==> config.mk <==
export PLATFORM = sky130hd
export DESIGN_NAME = cmp32_lteq_rr_sched_flat
export DESIGN_NICKNAME = d
export VERILOG_FILES = /design/src/rtl/cmp32_lteq_rr_sched_if.sv /design/src/rtl/cmp32_lteq_rr_sched.sv /design/src/flat_wrapper.sv
export SDC_FILE = /design/constraint.sdc
export NUM_CORES = 1
export LEC_CHECK = 0
export CORE_AREA = 2 2 132 134
export CTS_CLUSTER_DIAMETER = 200
export DETAILED_ROUTE_END_ITERATION = 8
export DIE_AREA = 0 0 134 136
export PLACE_DENSITY_LB_ADDON = 0.08
export SYNTH_ARGS = -nofsm -noshare
export SYNTH_HDL_FRONTEND = slang
export SYNTH_SLANG_ARGS = --single-unit
==> constraint.sdc <==
create_clock -name clk -period 5.67 [get_ports clk]
set_input_delay 0.8505 -clock clk [delete_from_list [all_inputs] [get_ports clk]]
set_output_delay 0.8505 -clock clk [all_outputs]
set_load 0.02 [all_outputs]
==> src/rtl/cmp32_lteq_rr_sched_if.sv <==
// ----------------------------------------------------------------------------
// cmp32_lteq_rr_sched_if
// Request/response bundle between the crypto control units and the shared
// signed-compare scheduler.
//   req_valid [N_REQ]    per-requester request valid
//   req_ready [N_REQ]    one-hot accept strobe from the scheduler
//   req_a/req_b          packed operands, slice i = [i*W +: W]
//   rsp_valid/rsp_ready  response handshake
//   rsp_id               id of the answered requester
//   rsp_le               comparison result, $signed(a) <= $signed(b)
// Modports: master = requesters plus response consumer, slave = scheduler.
// ----------------------------------------------------------------------------
interface cmp32_lteq_rr_sched_if #(
  parameter int N_REQ = 4,
  parameter int ID_W  = 2,
  parameter int W     = 32
);
  logic [N_REQ-1:0]   req_valid;
  logic [N_REQ-1:0]   req_ready;
  logic [N_REQ*W-1:0] req_a;
  logic [N_REQ*W-1:0] req_b;
  logic               rsp_valid;
  logic               rsp_ready;
  logic [ID_W-1:0]    rsp_id;
  logic               rsp_le;

  modport master (
    output req_valid, req_a, req_b, rsp_ready,
    input  req_ready, rsp_valid, rsp_id, rsp_le
  );

  modport slave (
    input  req_valid, req_a, req_b, rsp_ready,
    output req_ready, rsp_valid, rsp_id, rsp_le
  );
endinterface

==> src/rtl/cmp32_lteq_rr_sched.sv <==
// ----------------------------------------------------------------------------
// cmp32_lteq_rr_sched
// Shares one external combinational signed 32-bit a<=b comparator among
// N_REQ requesters. A round-robin arbiter accepts at most one request per
// cycle, steers the winner's operands onto cmp_a/cmp_b, captures cmp_le and
// returns {id, result} on a valid/ready response port.
//
// Ports:
//   clk      rising-edge clock
//   rst_n    asynchronous active-low reset
//   bus      cmp32_lteq_rr_sched_if.slave (requests in, responses out)
//   cmp_a    operand a to the comparator
//   cmp_b    operand b to the comparator
//   cmp_le   comparator result
//
// Build option: define CMP_SCHED_PIPE_EN to insert a stage register between
// cmp_le and the output register (latency 2, still one result per cycle).
// Without it the comparator result is captured straight into the output
// register (latency 1).
// ----------------------------------------------------------------------------
module cmp32_lteq_rr_sched #(
  parameter int N_REQ = 4,
  parameter int ID_W  = 2,
  parameter int W     = 32
) (
  input  logic                        clk,
  input  logic                        rst_n,
  cmp32_lteq_rr_sched_if.slave        bus,
  output logic [W-1:0]                cmp_a,
  output logic [W-1:0]                cmp_b,
  input  logic                        cmp_le
);

  typedef enum logic [1:0] {
    ST_IDLE  = 2'd0,
    ST_RESP  = 2'd1,
    ST_STALL = 2'd2
  } state_t;

  state_t          state_r;
  logic            rsp_valid_r;
  logic [ID_W-1:0] rsp_id_r;
  logic            rsp_le_r;
  logic [ID_W-1:0] ptr_r;
  logic [W-1:0]    hold_a_r;
  logic [W-1:0]    hold_b_r;

  logic [ID_W:0]    pick_s;
  logic [ID_W-1:0]  win_idx_s;
  logic             accept_s;
  logic             can_issue_s;
  logic [N_REQ-1:0] grant_s;
  logic             load_s;
  logic [ID_W-1:0]  load_id_s;
  logic             load_le_s;

  // Round-robin pick: scan from ptr+1 upward with wrap; the nearest set bit
  // wins. The loop runs from farthest to nearest so the nearest overwrites.
  // Returns {found, index}.
  function automatic logic [ID_W:0] rr_pick(input logic [N_REQ-1:0] valid,
                                            input logic [ID_W-1:0]  ptr);
    logic [ID_W:0]   res;
    logic [ID_W-1:0] idx_w;
    int              idx;
    res = '0;
    for (int k = N_REQ; k >= 1; k--) begin
      idx   = (int'(ptr) + k) % N_REQ;
      idx_w = idx[ID_W-1:0];
      if (valid[idx_w]) begin
        res = {1'b1, idx_w};
      end else begin
        res = res;
      end
    end
    return res;
  endfunction

`ifdef CMP_SCHED_PIPE_EN
  logic            s1_valid_r;
  logic [ID_W-1:0] s1_id_r;
  logic            s1_le_r;
  logic            adv_s;

  // Stage 1 moves into the output register whenever the output is empty or draining.
  assign adv_s       = !rsp_valid_r | bus.rsp_ready;
  assign can_issue_s = !s1_valid_r | adv_s;
  assign load_s      = s1_valid_r & adv_s;
  assign load_id_s   = s1_id_r;
  assign load_le_s   = s1_le_r;

  // Stage register between the comparator and the output register.
  always_ff @(posedge clk or negedge rst_n) begin
    if (!rst_n) begin
      s1_valid_r <= 1'b0;
      s1_id_r    <= '0;
      s1_le_r    <= 1'b0;
    end else begin
      if (accept_s) begin
        s1_valid_r <= 1'b1;
        s1_id_r    <= win_idx_s;
        s1_le_r    <= cmp_le;
      end else if (adv_s) begin
        s1_valid_r <= 1'b0;
      end else begin
        s1_valid_r <= s1_valid_r;
      end
    end
  end
`else
  // Accepting while the output register drains overwrites it in the same cycle.
  assign can_issue_s = !rsp_valid_r | bus.rsp_ready;
  assign load_s      = accept_s;
  assign load_id_s   = win_idx_s;
  assign load_le_s   = cmp_le;
`endif

  // Arbitration and one-hot grant; everything is gated off while in reset.
  always_comb begin
    pick_s    = rr_pick(bus.req_valid, ptr_r);
    win_idx_s = pick_s[ID_W-1:0];
    accept_s  = pick_s[ID_W] & can_issue_s & rst_n;
    grant_s   = '0;
    if (accept_s) begin
      grant_s[win_idx_s] = 1'b1;
    end else begin
      grant_s = '0;
    end
  end

  // Operand mux: winner's operands in the accept cycle, otherwise the last issued pair.
  always_comb begin
    cmp_a = '0;
    cmp_b = '0;
    if (!rst_n) begin
      cmp_a = '0;
      cmp_b = '0;
    end else if (accept_s) begin
      cmp_a = bus.req_a[int'(win_idx_s)*W +: W];
      cmp_b = bus.req_b[int'(win_idx_s)*W +: W];
    end else begin
      cmp_a = hold_a_r;
      cmp_b = hold_b_r;
    end
  end

  // Round-robin pointer and operand hold registers, updated only on accept.
  always_ff @(posedge clk or negedge rst_n) begin
    if (!rst_n) begin
      ptr_r    <= ID_W'(N_REQ - 1);
      hold_a_r <= '0;
      hold_b_r <= '0;
    end else if (accept_s) begin
      ptr_r    <= win_idx_s;
      hold_a_r <= cmp_a;
      hold_b_r <= cmp_b;
    end else begin
      ptr_r    <= ptr_r;
      hold_a_r <= hold_a_r;
      hold_b_r <= hold_b_r;
    end
  end

  // Response FSM with registered rsp_valid/rsp_id/rsp_le; STALL freezes the data.
  always_ff @(posedge clk or negedge rst_n) begin
    if (!rst_n) begin
      state_r     <= ST_IDLE;
      rsp_valid_r <= 1'b0;
      rsp_id_r    <= '0;
      rsp_le_r    <= 1'b0;
    end else begin
      case (state_r)
        ST_IDLE: begin
          if (load_s) begin
            state_r     <= ST_RESP;
            rsp_valid_r <= 1'b1;
            rsp_id_r    <= load_id_s;
            rsp_le_r    <= load_le_s;
          end else begin
            state_r     <= ST_IDLE;
            rsp_valid_r <= 1'b0;
          end
        end
        ST_RESP, ST_STALL: begin
          if (bus.rsp_ready && load_s) begin
            state_r     <= ST_RESP;
            rsp_valid_r <= 1'b1;
            rsp_id_r    <= load_id_s;
            rsp_le_r    <= load_le_s;
          end else if (bus.rsp_ready) begin
            state_r     <= ST_IDLE;
            rsp_valid_r <= 1'b0;
          end else begin
            state_r     <= ST_STALL;
            rsp_valid_r <= 1'b1;
          end
        end
        default: begin
          state_r     <= ST_IDLE;
          rsp_valid_r <= 1'b0;
        end
      endcase
    end
  end

  assign bus.req_ready = grant_s;
  assign bus.rsp_valid = rsp_valid_r;
  assign bus.rsp_id    = rsp_id_r;
  assign bus.rsp_le    = rsp_le_r;

endmodule
==> src/flat_wrapper.sv <==
// flat-port wrapper written by rule: the top's interface ports become plain ports
module cmp32_lteq_rr_sched_flat 
#(
  parameter int N_REQ = 4,
  parameter int ID_W  = 2,
  parameter int W     = 32
)
  (clk, rst_n, cmp_a, cmp_b, cmp_le, bus_req_valid, bus_req_a, bus_req_b, bus_rsp_ready, bus_req_ready, bus_rsp_valid, bus_rsp_id, bus_rsp_le);
  cmp32_lteq_rr_sched_if #(.N_REQ(N_REQ), .ID_W(ID_W), .W(W)) bus_i ();
  input  logic clk;
  input  logic rst_n;
  output logic [W-1:0] cmp_a;
  output logic [W-1:0] cmp_b;
  input  logic cmp_le;
  input wire logic [$bits(bus_i.req_valid)-1:0] bus_req_valid;
  input wire logic [$bits(bus_i.req_a)-1:0] bus_req_a;
  input wire logic [$bits(bus_i.req_b)-1:0] bus_req_b;
  input wire logic [$bits(bus_i.rsp_ready)-1:0] bus_rsp_ready;
  output wire logic [$bits(bus_i.req_ready)-1:0] bus_req_ready;
  output wire logic [$bits(bus_i.rsp_valid)-1:0] bus_rsp_valid;
  output wire logic [$bits(bus_i.rsp_id)-1:0] bus_rsp_id;
  output wire logic [$bits(bus_i.rsp_le)-1:0] bus_rsp_le;
  assign bus_i.req_valid = bus_req_valid;
  assign bus_i.req_a = bus_req_a;
  assign bus_i.req_b = bus_req_b;
  assign bus_i.rsp_ready = bus_rsp_ready;
  assign bus_req_ready = bus_i.req_ready;
  assign bus_rsp_valid = bus_i.rsp_valid;
  assign bus_rsp_id = bus_i.rsp_id;
  assign bus_rsp_le = bus_i.rsp_le;
  cmp32_lteq_rr_sched #(.N_REQ(N_REQ), .ID_W(ID_W), .W(W)) u_core (.clk(clk), .rst_n(rst_n), .bus(bus_i), .cmp_a(cmp_a), .cmp_b(cmp_b), .cmp_le(cmp_le));
endmodule
==> flow_metrics.py <==
# Flow results
metrics = {
    "synthesis": {
        "ys_cells": 559,
        "ys_types": 31,
        "ys_chip_area_mm2": 0.00533,
        "ys_ff": 72,
        "synth-async-reset-ratio": 1.00,
        "synth_dominant_cell_count": "nand2_1",
        "mappedNetlistArea_mm2": 0.00533,
    },
    "sta": {
        "maxSlewViolCount": 0,
        "final-setup-viol-count": 0,
        "hold_viol_final": 0,
    },
    "worst_setup_path": {
        "cp_num_buf_inv": 3,
        "path_cells": "clkdlybuf4s50_1 > o41ai_4 > a21oi_1 > nand2b_4 > buf_12 > o221ai_1 > clkdlybuf4s50_1",
        "start_kind": "input pin",
    },
    "cts": {
        "ctsRootBufferMaster": "clkbuf_16",
        "cts_resized": 0,
    },
    "drt": {
        "ant_nets": 0,
        "drt-initial-drc-count": 222,
    },
    "flow_run": {
        "max_cap_viol_count": 0,
    },
    "placed_design": {
        "io_buffer_count": 335,
        "globalplace.congestion": 0.784,
    },
    "status": {
        "status": "completed",
    },
    "global_route": {
        "grt_pass1_vias": 5746,
    },
    "power_and_ir_drop": {
        "totalPowerFinal_mw": 3.85,
        "p_clk_frac": 0.134,
        "swShare": 0.421,
    },
    "final_layout": {
        "fin_nets": 1128,
    },
}
-- power groups by stage --
stage / Clock, mW / Sequential [mW] / Combinational [mW]
global route: 0.563 / 0.936 / 2.60
global placement: 0 / 0.897 / 2.41
CTS: 0.536 / 0.904 / 2.46
floorplan: 0 / 0.890 / 1.51
finish: 0.517 / 0.911 / 2.43
detailed placement: 0 / 0.907 / 2.45
-- worst min-delay path: stages (launching register included) --
cell and delay (ns):
dfstp_2 0.38, nand2_1 0.06, nand2_1 0.05
-- cells by family (layout without fill, tap and decap cells) --
logic type	Yosys count	after routing
and+or+nand+nor	153	153
AOI/OAI and AO/OA	141	141
muxes	131	131
DFF	72	72
buffers and inverters	60	368
adders and majority gates	2	2
-- area by class of cell --
cell class                      instances  area [um2]  area share
Clock inverter                          6        35.0     0.00384
Inverter                                3        11.3     0.00123
Timing Repair Buffer                  349        3530       0.387
Sequential cell                        72        1800       0.198
Clock buffer                           10         239      0.0262
Tap cell                              225         282      0.0309
Multi-Input combinational cell        427        3220       0.353
-- through the flow --
step           hold slack, ns  worst slack, ns  cells  instance area (um2)  utilization
2_1_floorplan           0.441             2.62    559                 5330            -
3_3_place_gp            0.464             1.03   1076                 8850        0.524
3_5_place_dp            0.473             1.00   1076                 8850        0.524
4_1_cts                 0.482            0.975   1092                 9130        0.541
6_report                0.487            0.962   1092                 9130        0.541
5_1_grt                 0.502            0.746   1092                 9130        0.541
-- sequential cells by signal (all words and copies together), names as in the netlist --
| signal | flops |
|---|---|
| u_core.bus.rsp_id | 2 |
| u_core.bus.rsp_valid | 1 |
| u_core.state_r | 2 |
| u_core.hold_b_r | 32 |
| u_core.bus.rsp_le | 1 |
| u_core.hold_a_r | 32 |
| u_core.ptr_r | 2 |
-- layer usage --
layer	vias to the layer above	GRT usage	wire, um
met3	37	0.0526	1580
met4	0	0.0798	578
met2	258	0.389	10300
met1	2774	0.241	7970
li1	2782	-	-
met5	-	0	0
-- path summary, 6_finish.rpt --
check / slack, ns / depth (start not counted) / endpoint / startpoint
setup / recovery: 0.96 / 7 / cmp_a[31] / bus_req_valid[0]
hold / removal: 0.49 / 2 / u_core.ptr_r[0] / u_core.ptr_r[0]
setup reg to reg: 2.93 / 7 / u_core.hold_b_r[19] / u_core.ptr_r[0]
hold reg to reg: 0.49 / 2 / u_core.ptr_r[0] / u_core.ptr_r[0]
max in group asynchronous: 4.29 / 2 / u_core.hold_a_r[14] / rst_n
min in group asynchronous: 0.78 / 2 / u_core.bus.rsp_le / rst_n
-- placed cells by master, fill, tap and decap left out, types with 2 or more instances in the layout --
master and instances:
clkdlybuf4s50_1 334, nand2_1 134, mux2i_1 127, o221ai_1 126
dfrtp_1 70, clkbuf_16 9, buf_4 9, nor2_1 7
buf_12 6, nand2b_1 4, clkinv_2 4, inv_1 3
a21oi_1 3, mux2_2 3, a211oi_1 2, nor2b_1 2
o221ai_2 2, ha_1 2, clkinvlp_4 2, dfstp_2 2
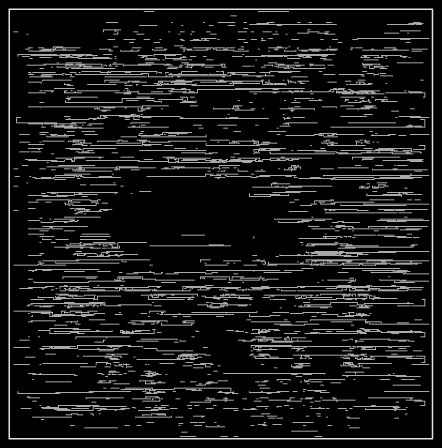
Fig. 1. Metal 1.
main direction	horizontal
wire length on this layer	7970 um

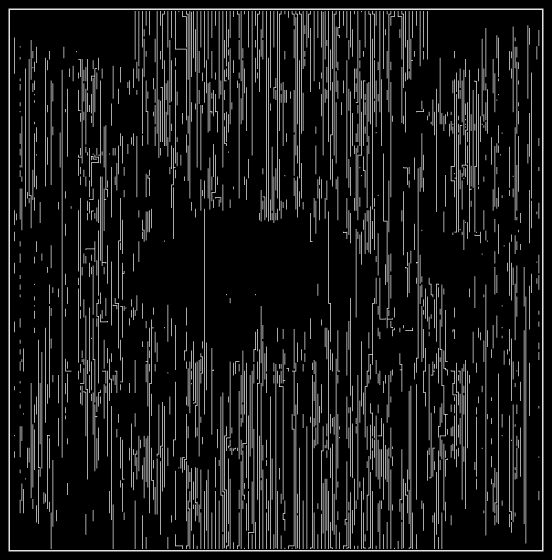
Fig. 2. Met2 routing.
main direction	vertical
nets with wire on the layer	978
wire length on this layer	10300 um
longest straight run	97.6 um
share of all routed wire	51%
GR Util met2: 0.389
DR vias: 5851

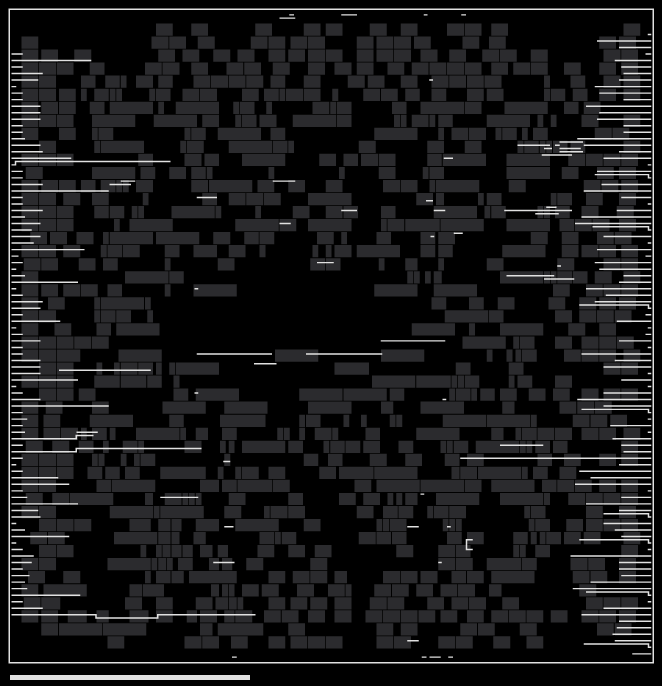
Fig. 3. M3 wires.
Scale bar: 50 um. Cells faint in the background.
longest straight run	39.5 um
wire length on this layer	1580 um
main direction	horizontal
share of all routed wire	7.7%
nets with wire on the layer	214
met3 Track Usage GR: 0.0526
Total Wirelength: 20500 um

Power is estimated from default activity; no workload was simulated.
